layer_met3.png
Drawn at 6 px/µm. Cells faint in the background.
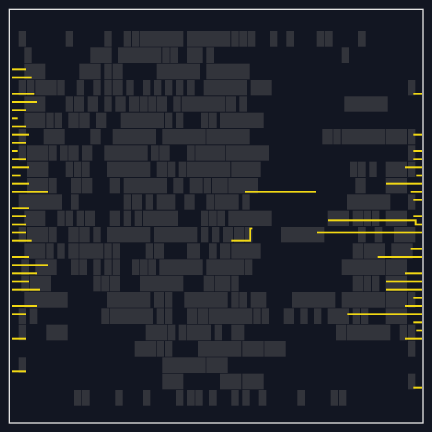
clocks.png
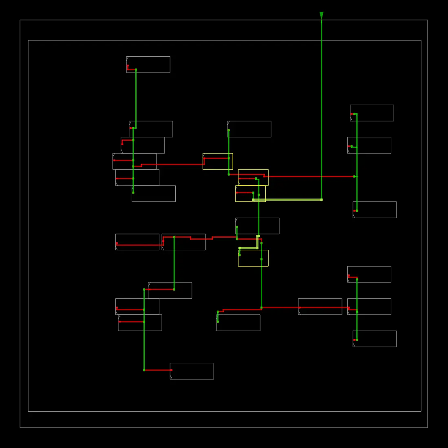
sizes.png
Drawn at 4 px/µm.
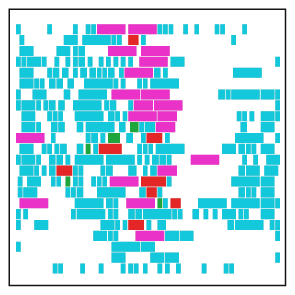
metal_density.png
Drawn at 6 px/µm. The die is cut into 14 by 14 equal tiles; dark purple is low, yellow is high, scaled to the fullest tile. Values are wire area over tile area, all layers added.
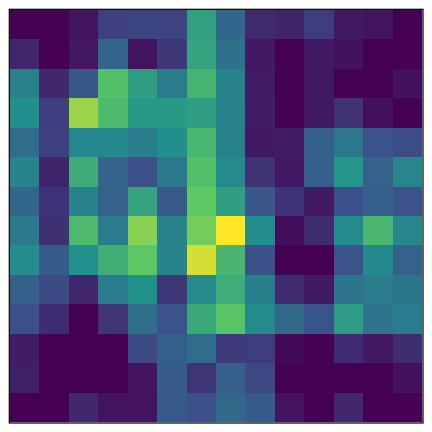
placement_by_type.png
Drawn at 6 px/µm.
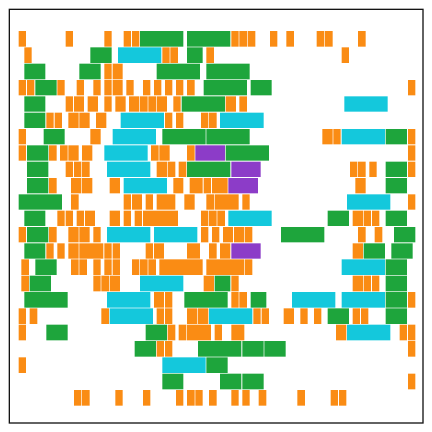
===== config.mk =====
export PLATFORM = sky130hd
export DESIGN_NAME = uart_tx_rx_sched_flat
export DESIGN_NICKNAME = d
export VERILOG_FILES = /design/src/rtl/uart_tx_rx_sched_if.sv /design/src/rtl/uart_tx_rx_sched.sv /design/src/flat_wrapper.sv
export SDC_FILE = /design/constraint.sdc
export NUM_CORES = 1
export LEC_CHECK = 0
export ABC_AREA = 1
export ABC_CLOCK_PERIOD_IN_PS = 2650
export CORE_UTILIZATION = 35
export DETAILED_ROUTE_END_ITERATION = 7
export PLACE_DENSITY = 0.86
export SYNTH_ARGS = -nofsm -noshare
export SYNTH_HDL_FRONTEND = slang
export SYNTH_SLANG_ARGS = --single-unit

===== constraint.sdc =====
create_clock -name clk -period 2.65 [get_ports clk]
set_clock_uncertainty 0.2 [all_clocks]
set_input_delay 0.3975 -clock clk [delete_from_list [all_inputs] [get_ports clk]]
set_output_delay 0.3975 -clock clk [all_outputs]
set_load 0.05 [all_outputs]

===== src/rtl/uart_tx_rx_sched_if.sv =====
// Bundle of the sequencer's handshake and UART register-bus signals.
//   master : the sequencer (drives readies, rx holding register, bus outputs)
//   slave  : the environment (requesters, rx consumer, UART register file)
// Signals:
//   req0_valid/req0_data/req0_ready  requester 0 byte stream
//   req1_valid/req1_data/req1_ready  requester 1 byte stream
//   rx_valid/rx_data/rx_ready        received-byte holding register
//   init_done                        configuration writes issued
//   uart_wr_en/uart_addr/uart_wdata  UART register bus, one op per cycle
//   uart_rdata                       UART combinational read data
interface uart_tx_rx_sched_if;
  logic        req0_valid;
  logic [7:0]  req0_data;
  logic        req0_ready;
  logic        req1_valid;
  logic [7:0]  req1_data;
  logic        req1_ready;
  logic        rx_valid;
  logic [7:0]  rx_data;
  logic        rx_ready;
  logic        init_done;
  logic        uart_wr_en;
  logic [31:0] uart_addr;
  logic [31:0] uart_wdata;
  logic [31:0] uart_rdata;

  modport master (
    input  req0_valid, req0_data, req1_valid, req1_data, rx_ready, uart_rdata,
    output req0_ready, req1_ready, rx_valid, rx_data, init_done,
           uart_wr_en, uart_addr, uart_wdata
  );

  modport slave (
    output req0_valid, req0_data, req1_valid, req1_data, rx_ready, uart_rdata,
    input  req0_ready, req1_ready, rx_valid, rx_data, init_done,
           uart_wr_en, uart_addr, uart_wdata
  );
endinterface


===== src/rtl/uart_tx_rx_sched.sv =====
// Bus-master sequencer for the memory-mapped UART. Configures CTRL and DIV
// after reset, then polls STATUS: pending RX bytes are read into a one-entry
// valid/ready holding register (and the rx flag cleared), otherwise the
// transmitter is shared between two requesters by round-robin.
// Ports:
//   clk    clock
//   rst_n  synchronous active-low reset
//   sif    uart_tx_rx_sched_if.master (requesters, rx holding register,
//          init_done, UART register bus)
module uart_tx_rx_sched #(
  parameter int unsigned DIV_VAL = 434,
  parameter bit          RX_EN   = 1'b1
) (
  input  logic                       clk,
  input  logic                       rst_n,
  uart_tx_rx_sched_if.master         sif
);

  localparam logic [31:0] ADDR_CTRL   = 32'h0;
  localparam logic [31:0] ADDR_STATUS = 32'h4;
  localparam logic [31:0] ADDR_DIV    = 32'h8;
  localparam logic [31:0] ADDR_TXDATA = 32'hC;
  localparam logic [31:0] ADDR_RXDATA = 32'h10;

  typedef enum logic [2:0] {
    S_INIT_CTRL,
    S_INIT_DIV,
    S_POLL,
    S_TX_WR,
    S_RX_RD,
    S_RX_CLR
  } state_t;

  state_t      state_q, state_d;
  logic        rr_q, rr_d;            // 0: req0 favoured, 1: req1 favoured
  logic [7:0]  tx_byte_q, tx_byte_d;
  logic        rx_valid_q, rx_valid_d;
  logic [7:0]  rx_data_q, rx_data_d;
  logic        init_done_q, init_done_d;

  logic        rx_take;
  logic        grant0;
  logic        grant1;

  logic        unused_rdata;
  assign unused_rdata = ^sif.uart_rdata[31:8];

  // POLL decision from the STATUS value read this cycle; RX beats TX.
  always_comb begin
    rx_take = 1'b0;
    grant0  = 1'b0;
    grant1  = 1'b0;
    if (state_q == S_POLL) begin
      if (RX_EN && sif.uart_rdata[1] && !rx_valid_q) begin
        rx_take = 1'b1;
      end else if (!sif.uart_rdata[0]) begin
        if (sif.req0_valid && sif.req1_valid) begin
          grant0 = !rr_q;
          grant1 = rr_q;
        end else begin
          grant0 = sif.req0_valid;
          grant1 = sif.req1_valid;
        end
      end
    end
  end

  // State register
  always_ff @(posedge clk) begin
    if (!rst_n) state_q <= S_INIT_CTRL;
    else        state_q <= state_d;
  end

  // Next-state logic
  always_comb begin
    state_d = state_q;
    unique case (state_q)
      S_INIT_CTRL: state_d = S_INIT_DIV;
      S_INIT_DIV:  state_d = S_POLL;
      S_POLL: begin
        if (rx_take)              state_d = S_RX_RD;
        else if (grant0 || grant1) state_d = S_TX_WR;
      end
      S_TX_WR:     state_d = S_POLL;
      S_RX_RD:     state_d = S_RX_CLR;
      S_RX_CLR:    state_d = S_POLL;
      default:     state_d = S_INIT_CTRL;
    endcase
  end

  // Bus and handshake outputs decoded from the state register; held at
  // their idle values while reset is asserted.
  always_comb begin
    sif.uart_wr_en = 1'b0;
    sif.uart_addr  = '0;
    sif.uart_wdata = '0;
    sif.req0_ready = 1'b0;
    sif.req1_ready = 1'b0;
    if (rst_n) begin
      unique case (state_q)
        S_INIT_CTRL: begin
          sif.uart_wr_en = 1'b1;
          sif.uart_addr  = ADDR_CTRL;
          sif.uart_wdata = {30'b0, RX_EN, 1'b1};
        end
        S_INIT_DIV: begin
          sif.uart_wr_en = 1'b1;
          sif.uart_addr  = ADDR_DIV;
          sif.uart_wdata = 32'(DIV_VAL);
        end
        S_POLL: begin
          sif.uart_addr  = ADDR_STATUS;
          sif.req0_ready = grant0;
          sif.req1_ready = grant1;
        end
        S_TX_WR: begin
          sif.uart_wr_en = 1'b1;
          sif.uart_addr  = ADDR_TXDATA;
          sif.uart_wdata = {24'b0, tx_byte_q};
        end
        S_RX_RD: begin
          sif.uart_addr  = ADDR_RXDATA;
        end
        S_RX_CLR: begin
          sif.uart_wr_en = 1'b1;
          sif.uart_addr  = ADDR_STATUS;
        end
        default: ;
      endcase
    end
  end

  // Datapath next values
  always_comb begin
    rr_d        = rr_q;
    tx_byte_d   = tx_byte_q;
    rx_valid_d  = rx_valid_q;
    rx_data_d   = rx_data_q;
    init_done_d = init_done_q;
    if (grant0) begin
      tx_byte_d = sif.req0_data;
      rr_d      = 1'b1;
    end else if (grant1) begin
      tx_byte_d = sif.req1_data;
      rr_d      = 1'b0;
    end
    if (rx_valid_q && sif.rx_ready) rx_valid_d = 1'b0;
    // RX_RD is only entered with rx_valid_q=0, so no clash with the clear.
    if (state_q == S_RX_RD) begin
      rx_valid_d = 1'b1;
      rx_data_d  = sif.uart_rdata[7:0];
    end
    if (state_q == S_INIT_DIV) init_done_d = 1'b1;
  end

  always_ff @(posedge clk) begin
    if (!rst_n) begin
      rr_q        <= 1'b0;
      tx_byte_q   <= '0;
      rx_valid_q  <= 1'b0;
      rx_data_q   <= '0;
      init_done_q <= 1'b0;
    end else begin
      rr_q        <= rr_d;
      tx_byte_q   <= tx_byte_d;
      rx_valid_q  <= rx_valid_d;
      rx_data_q   <= rx_data_d;
      init_done_q <= init_done_d;
    end
  end

  assign sif.rx_valid  = rx_valid_q;
  assign sif.rx_data   = rx_data_q;
  assign sif.init_done = init_done_q;

endmodule


===== src/flat_wrapper.sv =====
// flat-port wrapper written by rule: the top's interface ports become plain ports
module uart_tx_rx_sched_flat 
#(
  parameter int unsigned DIV_VAL = 434,
  parameter bit          RX_EN   = 1'b1
)
  (clk, rst_n, sif_req0_valid, sif_req0_data, sif_req1_valid, sif_req1_data, sif_rx_ready, sif_uart_rdata, sif_req0_ready, sif_req1_ready, sif_rx_valid, sif_rx_data, sif_init_done, sif_uart_wr_en, sif_uart_addr, sif_uart_wdata);
  uart_tx_rx_sched_if sif_i ();
  input  logic clk;
  input  logic rst_n;
  input wire logic [$bits(sif_i.req0_valid)-1:0] sif_req0_valid;
  input wire logic [$bits(sif_i.req0_data)-1:0] sif_req0_data;
  input wire logic [$bits(sif_i.req1_valid)-1:0] sif_req1_valid;
  input wire logic [$bits(sif_i.req1_data)-1:0] sif_req1_data;
  input wire logic [$bits(sif_i.rx_ready)-1:0] sif_rx_ready;
  input wire logic [$bits(sif_i.uart_rdata)-1:0] sif_uart_rdata;
  output wire logic [$bits(sif_i.req0_ready)-1:0] sif_req0_ready;
  output wire logic [$bits(sif_i.req1_ready)-1:0] sif_req1_ready;
  output wire logic [$bits(sif_i.rx_valid)-1:0] sif_rx_valid;
  output wire logic [$bits(sif_i.rx_data)-1:0] sif_rx_data;
  output wire logic [$bits(sif_i.init_done)-1:0] sif_init_done;
  output wire logic [$bits(sif_i.uart_wr_en)-1:0] sif_uart_wr_en;
  output wire logic [$bits(sif_i.uart_addr)-1:0] sif_uart_addr;
  output wire logic [$bits(sif_i.uart_wdata)-1:0] sif_uart_wdata;
  assign sif_i.req0_valid = sif_req0_valid;
  assign sif_i.req0_data = sif_req0_data;
  assign sif_i.req1_valid = sif_req1_valid;
  assign sif_i.req1_data = sif_req1_data;
  assign sif_i.rx_ready = sif_rx_ready;
  assign sif_i.uart_rdata = sif_uart_rdata;
  assign sif_req0_ready = sif_i.req0_ready;
  assign sif_req1_ready = sif_i.req1_ready;
  assign sif_rx_valid = sif_i.rx_valid;
  assign sif_rx_data = sif_i.rx_data;
  assign sif_init_done = sif_i.init_done;
  assign sif_uart_wr_en = sif_i.uart_wr_en;
  assign sif_uart_addr = sif_i.uart_addr;
  assign sif_uart_wdata = sif_i.uart_wdata;
  uart_tx_rx_sched #(.DIV_VAL(DIV_VAL), .RX_EN(RX_EN)) u_core (.clk(clk), .rst_n(rst_n), .sif(sif_i));
endmodule

==> impl_metrics.py <==
# Physical implementation metrics
metrics = {
    "outcome": {
        "outcome": "completed",
    },
    "power": {
        "power_total_mw": 1.05,
        "switchingPower_uw": 443,
        "power_density_nw_per_um2": 485,
        "combinationalPower_uw": 447,
    },
    "setup_path": {
        "timing.critical_path.arrival_ps": 1890,
        "worst_ep_required_time_ps": 2050,
        "end_kind": "primary output",
        "worst_path_max_delay_cell": "sky130_fd_sc_hd__clkdlybuf4s50_1",
    },
    "synth": {
        "simple_gate_share": 0.261,
        "synth-cells-yosys": 231,
    },
    "clock_network": {
        "cts_buffer_depth": 2,
        "clock_tree_from_tritoncts": "done",
        "cts.root.buffer_cell": "sky130_fd_sc_hd__clkbuf_8",
    },
    "cells_and_area": {
        "final_net_count": 340,
        "area.combinational_um2": 769,
        "num-fill-cells": 405,
        "drive_above_1_share": 0.115,
        "layout.cells.largest_class": "multi-input combinational cells",
    },
    "detailed_routing": {
        "top_signal_layer_used": "met3",
        "met1_length_um": 1170,
        "detailedRoute.firstPassIterationCount": 4,
    },
    "final_timing": {
        "final_report_hold_violation_count": 0,
        "final_setup_violating_endpoints": 0,
        "fin_setup_tns_ps": 0,
        "worst_slew_margin_rel": 0.666,
    },
    "floorplanning": {
        "die.size.y_um": 68.7,
        "die_w_um": 68.7,
        "tap_cells": 50,
    },
    "run": {
        "maxCapViolations": 0,
    },
    "global_routing": {
        "grt_busiest_layer": "met2",
    },
    "placement": {
        "placedInstanceArea_um2": 2110,
        "detailedPlacementHpwl_um": 2700,
        "preCtsSetupSlack_ps": 129,
        "dp.cells": 332,
    },
}
Back to the opening pictures, layer_met3.png:
55 nets have wire on it. The layer holds 5.9% of the routed length. The wires run mostly horizontal. The layer carries 189 µm of wire. The longest straight run is 17.3 µm.
GR Util met3: 0.0132
via count of the routed design: 1352
DRT Wirelength: 3230 µm

Back to the opening pictures, clocks.png:
clock network power: 238 µW
flop count: 22
CTS buffer count: 3

Back to the opening pictures, sizes.png:
_3 and _4 cells: in red, cells 8, share 2.8%, most used buf_4. _2 cells: in green, cells 5, share 1.7%, most used inv_2. _6 and larger: in magenta, cells 20, share 7.0%, most used buf_12. _0 and _1 cells: in cyan, cells 253, share 88%, most used conb_1.
finished layout cell area: 2160 µm²
area added between synthesis and finish: 38.8%
slack of the critical path: 159 ps

Back to the opening pictures, metal_density.png:
16% of the tiles are over half the peak. The fullest tile reaches 0.39. 16% of the tiles are nearly empty.
Total Routing Usage GR: 0.137
average detailed-routed wire length per instance: 9.63 µm

Back to the opening pictures, placement_by_type.png:
combinational and other logic: in orange, cells 204. other buffers and delay cells: in green, cells 56. clock drivers and dummy loads: in purple, cells 4. flops: in cyan, cells 22.
final core utilization: 0.522
share of cell area taken by flip-flops and latches: 0.204

[kinds of logic (layout without fill, tap and decap cells)]
group,Yosys count,in the layout
buffers and inverters,91,95
flip-flops,22,22
other,1,52
AND/OR/NAND/NOR,87,87
AND-OR/OR-AND,30,30
[path summary, 6_finish.rpt]
kind                                     startpoint                                 end  slack (ps)  depth (start not counted)
setup / recovery                              rst_n                   sif_uart_wdata[5]         160                          8
hold / removal    u_core.sif.init_done$_SDFFE_PN0N_   u_core.sif.init_done$_SDFFE_PN0N_         260                          2
setup reg to reg     u_core.state_q[1]$_SDFFE_PN0P_  u_core.sif.rx_data[0]$_SDFFE_PN0P_         700                          5
hold reg to reg   u_core.sif.init_done$_SDFFE_PN0N_   u_core.sif.init_done$_SDFFE_PN0N_         260                          2
[cells in the mapped netlist]
library cell               instances  area share
sky130_fd_sc_hd__clkinv_1          1      0.0024
sky130_fd_sc_hd__nand2_1          30       0.072
sky130_fd_sc_hd__buf_4            52        0.25
sky130_fd_sc_hd__o21ai_0          10       0.032
sky130_fd_sc_hd__inv_2             3      0.0072
sky130_fd_sc_hd__nand3b_1          1      0.0048
sky130_fd_sc_hd__a21oi_1          16       0.051
sky130_fd_sc_hd__a21oi_2           1      0.0056
sky130_fd_sc_hd__nor2_8            1       0.013
sky130_fd_sc_hd__a21oi_4           1       0.010
sky130_fd_sc_hd__nor2_1           33       0.080
sky130_fd_sc_hd__dfxtp_1          22        0.28
sky130_fd_sc_hd__nand3_1          17       0.055
sky130_fd_sc_hd__nor2_4            1      0.0072
sky130_fd_sc_hd__clkbuf_1          2      0.0048
sky130_fd_sc_hd__nand2_4           2       0.014
sky130_fd_sc_hd__o22ai_1           2      0.0080
sky130_fd_sc_hd__conb_1            1      0.0024
sky130_fd_sc_hd__nor2_2            1      0.0040
sky130_fd_sc_hd__nand3_4           1       0.011
sky130_fd_sc_hd__buf_2             2      0.0064
sky130_fd_sc_hd__inv_1            31       0.075
[layout by cell type (no fill, tap or decap)]
cell type / Yosys / final
sky130_fd_sc_hd__inv_1: 31 / 31
sky130_fd_sc_hd__clkdlybuf4s50_1: 0 / 38
sky130_fd_sc_hd__conb_1: 1 / 52
sky130_fd_sc_hd__nand3_4: 1 / 1
sky130_fd_sc_hd__nand2_1: 30 / 30
sky130_fd_sc_hd__nand3_1: 17 / 17
sky130_fd_sc_hd__nor2_8: 1 / 1
sky130_fd_sc_hd__buf_12: 0 / 15
sky130_fd_sc_hd__inv_2: 3 / 3
sky130_fd_sc_hd__nand3b_1: 1 / 1
sky130_fd_sc_hd__o22ai_1: 2 / 2
sky130_fd_sc_hd__clkinv_1: 1 / 1
sky130_fd_sc_hd__a21oi_2: 1 / 1
sky130_fd_sc_hd__nor2_4: 1 / 1
sky130_fd_sc_hd__o21ai_0: 10 / 10
sky130_fd_sc_hd__nor2_2: 1 / 1
sky130_fd_sc_hd__buf_4: 52 / 3
sky130_fd_sc_hd__dfxtp_1: 22 / 22
sky130_fd_sc_hd__nor2_1: 33 / 33
sky130_fd_sc_hd__a21oi_4: 1 / 1
sky130_fd_sc_hd__nand2_4: 2 / 2
sky130_fd_sc_hd__a21oi_1: 16 / 16
sky130_fd_sc_hd__clkbuf_8: 0 / 4
Power is estimated from default activity; no workload was simulated.
